Run 1, PDN straps and rails:
Bar = 20 µm. Pins as bars on the die edge.
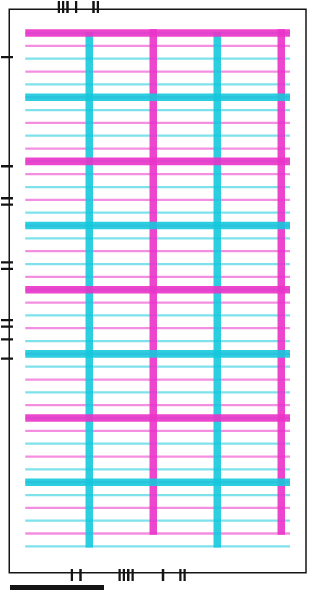
Run 1, signal wires by layer:
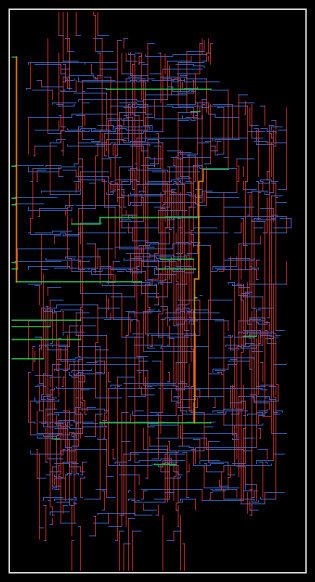
Run 1, placement by cell class:
Bar = 20 µm.
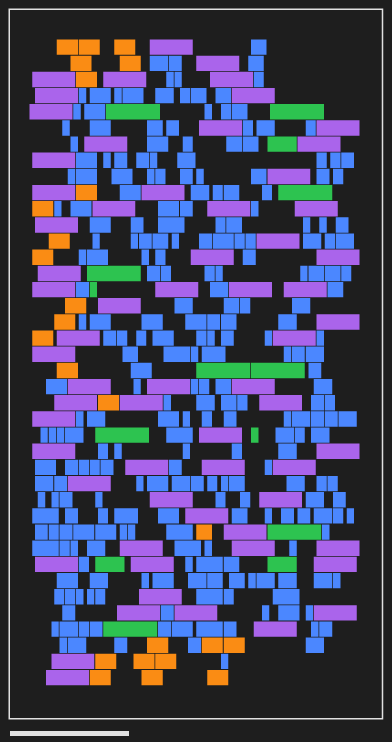
### src/rtl/osc_mon_pkg.sv
`default_nettype none
// ============================================================================
// Module   : osc_mon_pkg
// Brief    : Shared encodings for the oscillator frequency monitor: FSM state
//            codes and the default edge-count width.
// Revision : 1.0  initial release
// ============================================================================
package osc_mon_pkg;

    // Default width of the reported edge count (saturating)
    localparam int c_CNT_W = 16;

    // Measurement FSM state encoding
    localparam int               c_ST_W       = 2;
    localparam logic [c_ST_W-1:0] c_ST_IDLE    = 2'd0;
    localparam logic [c_ST_W-1:0] c_ST_ARM     = 2'd1;
    localparam logic [c_ST_W-1:0] c_ST_MEASURE = 2'd2;
    localparam logic [c_ST_W-1:0] c_ST_REPORT  = 2'd3;

endpackage
`default_nettype wire

### src/rtl/osc_mon_edge_sync.sv
`default_nettype none
// ============================================================================
// Module   : osc_mon_edge_sync
// Brief    : Brings the asynchronous monitored clock into the fabric clock
//            domain (two-flop synchronizer) and produces a one-cycle pulse on
//            each synchronized rising edge using a history flop.
// Revision : 1.0  initial release
// ============================================================================
module osc_mon_edge_sync (
    input  logic clk,
    input  logic rst,
    input  logic mon_in,
    output logic edge_det
);

    logic r_sync1;
    logic r_sync2;
    logic r_hist;

    // Synchronizer pair plus history flop; all cleared by reset
    always_ff @(posedge clk) begin
        if (rst) begin
            r_sync1 <= 1'b0;
            r_sync2 <= 1'b0;
            r_hist  <= 1'b0;
        end else begin
            r_sync1 <= mon_in;
            r_sync2 <= r_sync1;
            r_hist  <= r_sync2;
        end
    end

    // Rising edge of the synchronized signal, high for exactly one cycle
    assign edge_det = r_sync2 & ~r_hist;

endmodule
`default_nettype wire

### src/rtl/osc_freq_monitor.sv
`default_nettype none
// ============================================================================
// Module   : osc_freq_monitor
// Brief    : Counts rising edges of an asynchronous monitored clock over a
//            fixed gate window, reports the count with an in-range flag, and
//            flags an oscillator that has stopped toggling.
// Revision : 1.0  initial release
// ============================================================================
module osc_freq_monitor
    import osc_mon_pkg::*;
#(
    parameter int WINDOW_CYCLES = 50000,
    parameter int EXPECT        = 1000,
    parameter int TOL           = 10,
    parameter int STUCK_CYCLES  = 200,
    parameter int CNT_W         = c_CNT_W
) (
    input  logic             clk,
    input  logic             rst,
    input  logic             mon_in,
    input  logic             start,
    input  logic             cont,
    output logic             busy,
    output logic             valid,
    output logic [CNT_W-1:0] count,
    output logic             in_range,
    output logic             stuck
);

    localparam int c_WIN_W  = $clog2(WINDOW_CYCLES + 1);
    localparam int c_IDLE_W = $clog2(STUCK_CYCLES + 1);

    localparam logic [c_WIN_W-1:0]  c_WIN_LAST  = c_WIN_W'(WINDOW_CYCLES - 1);
    localparam logic [c_IDLE_W-1:0] c_STUCK_SAT = c_IDLE_W'(STUCK_CYCLES);
    localparam logic [CNT_W-1:0]    c_CNT_MAX   = '1;

    // Range bounds carry one extra bit so EXPECT+TOL may exceed the count
    // range without wrapping; the lower bound clamps at zero.
    localparam logic [CNT_W:0] c_RANGE_LO = (EXPECT > TOL) ? (CNT_W+1)'(EXPECT - TOL) : '0;
    localparam logic [CNT_W:0] c_RANGE_HI = (CNT_W+1)'(EXPECT + TOL);

    logic [c_ST_W-1:0]   r_state;
    logic [c_ST_W-1:0]   w_state_next;
    logic                w_arm;
    logic                w_measure;
    logic                w_report;
    logic                w_busy;
    logic                w_win_last;
    logic                w_edge;
    logic                w_in_range;
    logic [c_WIN_W-1:0]  r_win_cnt;
    logic [CNT_W-1:0]    r_edge_cnt;
    logic [c_IDLE_W-1:0] r_idle_cnt;
    logic [c_IDLE_W-1:0] w_idle_next;
    logic                r_stuck;
    logic                r_valid;
    logic [CNT_W-1:0]    r_count;
    logic                r_in_range;

    osc_mon_edge_sync u_edge_sync (
        .clk      (clk),
        .rst      (rst),
        .mon_in   (mon_in),
        .edge_det (w_edge)
    );

    assign w_win_last = (r_win_cnt == c_WIN_LAST);

    // FSM state register
    always_ff @(posedge clk) begin
        if (rst) begin
            r_state <= c_ST_IDLE;
        end else begin
            r_state <= w_state_next;
        end
    end

    // FSM next-state: START only honoured from IDLE, CONT only looked at in REPORT
    always_comb begin
        w_state_next = r_state;
        case (r_state)
            c_ST_IDLE:    if (start) w_state_next = c_ST_ARM;
            c_ST_ARM:     w_state_next = c_ST_MEASURE;
            c_ST_MEASURE: if (w_win_last) w_state_next = c_ST_REPORT;
            c_ST_REPORT:  w_state_next = cont ? c_ST_ARM : c_ST_IDLE;
            default:      w_state_next = c_ST_IDLE;
        endcase
    end

    // FSM output decode
    always_comb begin
        w_arm     = (r_state == c_ST_ARM);
        w_measure = (r_state == c_ST_MEASURE);
        w_report  = (r_state == c_ST_REPORT);
        w_busy    = (r_state != c_ST_IDLE);
    end

    // Gate-window counter: cleared in ARM, counts every MEASURE cycle
    always_ff @(posedge clk) begin
        if (rst || w_arm) begin
            r_win_cnt <= '0;
        end else if (w_measure) begin
            r_win_cnt <= r_win_cnt + 1'b1;
        end
    end

    // Edge counter: cleared in ARM, saturating count of edges during MEASURE
    always_ff @(posedge clk) begin
        if (rst || w_arm) begin
            r_edge_cnt <= '0;
        end else if (w_measure && w_edge && (r_edge_cnt != c_CNT_MAX)) begin
            r_edge_cnt <= r_edge_cnt + 1'b1;
        end
    end

    // Idle-time next value: an edge wins over the saturating increment
    always_comb begin
        w_idle_next = r_idle_cnt;
        if (w_edge) begin
            w_idle_next = '0;
        end else if (r_idle_cnt != c_STUCK_SAT) begin
            w_idle_next = r_idle_cnt + 1'b1;
        end
    end

    // Free-running stuck detector, independent of the measurement FSM
    always_ff @(posedge clk) begin
        if (rst) begin
            r_idle_cnt <= '0;
            r_stuck    <= 1'b0;
        end else begin
            r_idle_cnt <= w_idle_next;
            r_stuck    <= (w_idle_next == c_STUCK_SAT);
        end
    end

    assign w_in_range = ({1'b0, r_edge_cnt} >= c_RANGE_LO) &&
                        ({1'b0, r_edge_cnt} <= c_RANGE_HI);

    // Result registers: captured in REPORT, held until the next REPORT
    always_ff @(posedge clk) begin
        if (rst) begin
            r_valid    <= 1'b0;
            r_count    <= '0;
            r_in_range <= 1'b0;
        end else begin
            r_valid <= w_report;
            if (w_report) begin
                r_count    <= r_edge_cnt;
                r_in_range <= w_in_range;
            end
        end
    end

    assign busy     = w_busy;
    assign valid    = r_valid;
    assign count    = r_count;
    assign in_range = r_in_range;
    assign stuck    = r_stuck;

endmodule
`default_nettype wire
### config.mk
export PLATFORM = sky130hd
export DESIGN_NAME = osc_freq_monitor
export DESIGN_NICKNAME = d
export VERILOG_FILES = /design/src/rtl/osc_mon_pkg.sv /design/src/rtl/osc_mon_edge_sync.sv /design/src/rtl/osc_freq_monitor.sv
export SDC_FILE = /design/constraint.sdc
export NUM_CORES = 1
export LEC_CHECK = 0
export CAP_MARGIN = 10
export CELL_PAD_IN_SITES_DETAIL_PLACEMENT = 0
export CELL_PAD_IN_SITES_GLOBAL_PLACEMENT = 1
export CORE_ASPECT_RATIO = 2
export CORE_MARGIN = 3
export CORE_UTILIZATION = 48
export CTS_CLUSTER_SIZE = 25
export DETAILED_ROUTE_END_ITERATION = 10
export PLACE_DENSITY_LB_ADDON = 0.1
export SLEW_MARGIN = 20
export SYNTH_ARGS = -nofsm -noshare
export SYNTH_HDL_FRONTEND = slang
export SYNTH_HIERARCHICAL = 1
export SYNTH_SLANG_ARGS = --single-unit
### constraint.sdc
create_clock -name clk -period 5.2 [get_ports clk]
set_input_delay 1.3 -clock clk [delete_from_list [all_inputs] [get_ports clk]]
set_output_delay 1.3 -clock clk [all_outputs]
set_load 0.005 [all_outputs]
==> flow_summary.json, run 1 <==
{
  "busiest_layer": "met2",
  "yosysChipArea_mm2": 0.00307,
  "finalInstanceArea_mm2": 0.00363,
  "grt_pass1_vias": 2431,
  "critPathKind": "in -> reg",
  "top_area_cell": "dfxtp_1",
  "drive_above_1_share_pct": 7.67,
  "post_cts_resized": 0,
  "skew_ps": 3.68,
  "wl_met3_um": 179,
  "insertion_delay_ps": 320,
  "synth.distinct_cells": 51,
  "grt_first_pass_wirelength_um": 11600,
  "most_common_cell": "dfxtp_1",
  "top_logic_kind": "simple AND/OR/NAND/NOR gates",
  "cts_tree": "yes",
  "cts_buffer_depth": 2,
  "whs_ps": 438,
  "fp_nets": 358,
  "outcome": "finished clean",
  "synthTopCellsByCount": "dfxtp_1, nor2_1, mux2i_1",
  "start_kind": "primary input",
  "inverters": 10,
  "cp_slowest_cell": "clkdlybuf4s50_1",
  "maxPowerGroup": "the clock network",
  "ys_sh_simple_pct": 27.5,
  "seqAreaFraction_pct": 35.3,
  "buf_share_pct": 6.83,
  "met1_usage_pct": 19.8,
  "syn_avg_cell_area_um2": 8.96,
  "crit_chain": "clkdlybuf4s50_1, or2_2, a311oi_1",
  "firstDrtPassIters": 4,
  "powerSeq_uw": 515,
  "critPathTopFamily": "buffers and inverters",
  "edf_count": 0,
  "fmax_ghz": 0.340,
  "cp_num_cells": 3,
  "drc": 0,
  "numCtsBuffers": 9,
  "comb_power_uw": 123,
  "ant_nets": 0,
  "fillers": 584,
  "ys_cells": 343,
  "dp.cells": 435,
  "io_pins": 25,
  "area_delta_synth_final_pct": 18.2,
  "seq_cell_count": 64,
  "min_from": "u_edge_sync/r_sync1",
  "grt_overflow_total": 0,
  "finalHoldViolations": 0
}
Notes on 'PDN straps and rails' above:
legend:
  magenta:
    net: VDD
  cyan:
    net: VSS
rows: 40
met1 rails: 41
met5 straps: 8
met4 straps: 4
signal pins: 25
Die Span Y: 119 µm
die width: 62.6 µm
core area: 0.00611 mm²

Notes on 'signal wires by layer' above:
legend:
  blue:
    layer: met1
    wire_length: 2720 µm
  green:
    layer: met3
    wire_length: 180 µm
  red:
    layer: met2
    wire_length: 3880 µm
  orange:
    layer: met4
    wire_length: 103 µm
via count: 2525
Final Routed Wirelength: 6880 µm
routed len/inst: 15.3 µm
GRT Total Usage: 20.1%

Notes on 'placement by cell class' above:
legend:
  blue:
    class: all other logic
    cells: 262
  orange:
    class: other buffers and delay cells
    cells: 25
  purple:
    class: flops
    cells: 64
  green:
    class: clock drivers and dummy loads
    cells: 14

Run 1, routing congestion:
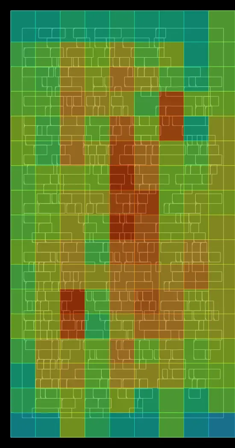

==> run 1 -> run 2 <==
--- a/config.mk
+++ b/config.mk
@@ -10,7 +10,7 @@
 export CELL_PAD_IN_SITES_GLOBAL_PLACEMENT = 1
 export CORE_ASPECT_RATIO = 2
 export CORE_MARGIN = 3
-export CORE_UTILIZATION = 48
+export CORE_UTILIZATION = 44
 export CTS_CLUSTER_SIZE = 25
 export DETAILED_ROUTE_END_ITERATION = 10
 export PLACE_DENSITY_LB_ADDON = 0.1
==> constraint.sdc (replaced) <==
create_clock -name clk -period 2.9 [get_ports clk]
set_input_delay 0.725 -clock clk [delete_from_list [all_inputs] [get_ports clk]]
set_output_delay 0.725 -clock clk [all_outputs]
set_load 0.005 [all_outputs]
Run 2, routing congestion:
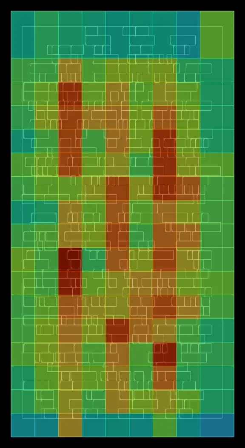
M3 GR Usage: 4.51%
routed len/inst: 15.1 µm
GRT Total Usage: 19.2%

Run 2, clock wires, drivers and flops:
Bar = 20 µm.
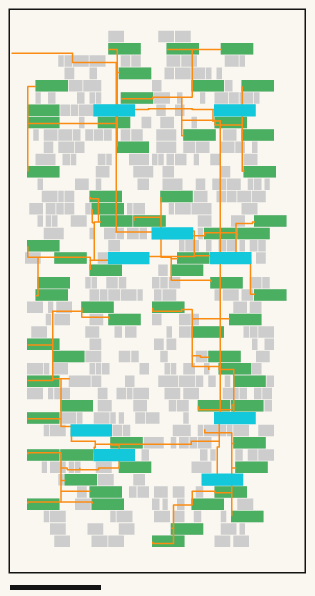
legend:
  green:
    item: flip-flops
    count: 64
  orange:
    item: clock wires
    length: 797 µm
  cyan:
    item: cells driving clock nets
    count: 9
flops lie: all over the die
Clk power: 958 µW
skew final: 6.56 ps
Late-Pin Clk Latency: 320 ps
Clock power frac: 45.4%

==> flow_summary.json, run 2 <==
{
  "outcome": "finished clean",
  "die_h_um": 124,
  "cts_buffer_depth": 2,
  "vias": 2563,
  "cp_slowest_cell": "clkdlybuf4s50_1",
  "core_area_mm2": 0.00667,
  "seqAreaFraction_pct": 35.2,
  "grt_overflow_total": 0,
  "io_pins": 25,
  "edf_count": 0,
  "met1_usage_pct": 20.0,
  "comb_power_uw": 229,
  "area_delta_synth_final_pct": 18.4,
  "wl_met3_um": 197,
  "critPathTopFamily": "buffers and inverters",
  "firstDrtPassIters": 4,
  "finalHoldViolations": 0,
  "min_from": "u_edge_sync/r_sync1",
  "buf_share_pct": 7.02,
  "start_kind": "flip-flop",
  "grt_pass1_vias": 2542,
  "inverters": 10,
  "ant_nets": 0,
  "drc": 0,
  "fmax_ghz": 0.436,
  "synth.distinct_cells": 51,
  "maxPowerGroup": "the clock network",
  "finalInstanceArea_mm2": 0.00364,
  "drive_above_1_share_pct": 7.63,
  "crit_chain": "inv_1, ha_1, inv_1, clkdlybuf4s50_1",
  "grt_first_pass_wirelength_um": 11900,
  "ys_sh_simple_pct": 27.5,
  "fp_nets": 358,
  "whs_ps": 441,
  "cts_tree": "yes",
  "yosysChipArea_mm2": 0.00307,
  "synthTopCellsByCount": "dfxtp_1, nor2_1, mux2i_1",
  "dp.cells": 440,
  "numCtsBuffers": 9,
  "syn_avg_cell_area_um2": 8.96,
  "powerSeq_uw": 924
}
Run 2, PDN straps and rails:
Bar = 20 µm. Pins as bars on the die edge.
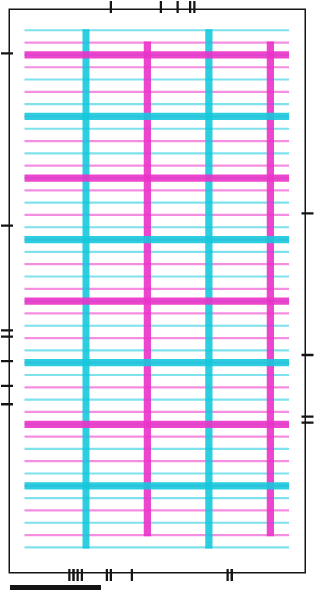

==> run 2 -> run 3 <==
--- a/config.mk
+++ b/config.mk
@@ -10,7 +10,7 @@
 export CELL_PAD_IN_SITES_GLOBAL_PLACEMENT = 1
 export CORE_ASPECT_RATIO = 2
 export CORE_MARGIN = 3
-export CORE_UTILIZATION = 44
+export CORE_UTILIZATION = 40
 export CTS_CLUSTER_SIZE = 25
 export DETAILED_ROUTE_END_ITERATION = 10
 export PLACE_DENSITY_LB_ADDON = 0.1
==> constraint.sdc (replaced) <==
create_clock -name clk -period 2 [get_ports clk]
set_input_delay 0.5 -clock clk [delete_from_list [all_inputs] [get_ports clk]]
set_output_delay 0.5 -clock clk [all_outputs]
set_load 0.005 [all_outputs]
Run 3, PDN straps and rails:
Bar = 20 µm. Pins as bars on the die edge.
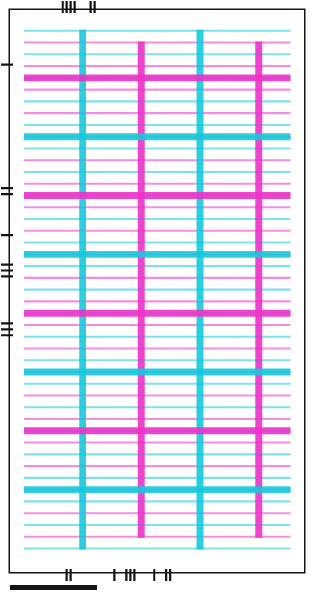
legend:
  magenta:
    net: VDD
  cyan:
    net: VSS
met4 straps: 4
signal pins: 25
met5 straps: 8
met1 rails: 45

==> flow_summary.json, run 3 <==
{
  "met3_usage_pct": 3.96,
  "ys_sh_simple_pct": 27.5,
  "cp_num_cells": 6,
  "dp.cells": 470,
  "firstDrtPassIters": 4,
  "crit_chain": "buf_4, ha_1, nand4_1, or2_4, or4_2, a21oi_1",
  "yosysChipArea_mm2": 0.00307,
  "seq_cell_count": 64,
  "outcome": "finished clean",
  "die_h_um": 130,
  "syn_avg_cell_area_um2": 8.96,
  "critPathKind": "reg -> reg",
  "core_area_mm2": 0.00738,
  "wl_met3_um": 190,
  "fp_nets": 358,
  "area_delta_synth_final_pct": 26.8,
  "ys_cells": 343,
  "drc": 0,
  "clkPwrFrac_pct": 47.1,
  "finalHoldViolations": 0,
  "insertion_delay_ps": 330,
  "post_cts_resized": 5,
  "met1_usage_pct": 20.5,
  "skew_ps": 6.58
}
Run 3, signal wires by layer:
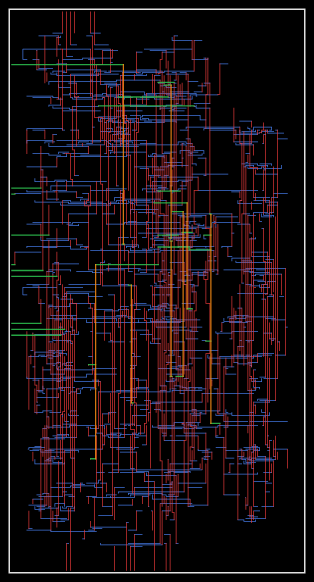
legend:
  green:
    layer: met3
    wire_length: 191 µm
  blue:
    layer: met1
    wire_length: 2990 µm
  orange:
    layer: met4
    wire_length: 291 µm
  red:
    layer: met2
    wire_length: 4470 µm
Final Routed Wirelength: 7940 µm
routed len/inst: 16.3 µm
GRT Total Usage: 20.4%
via count: 2701

Power figures rest on the tool's default switching activity, not on a simulated workload.
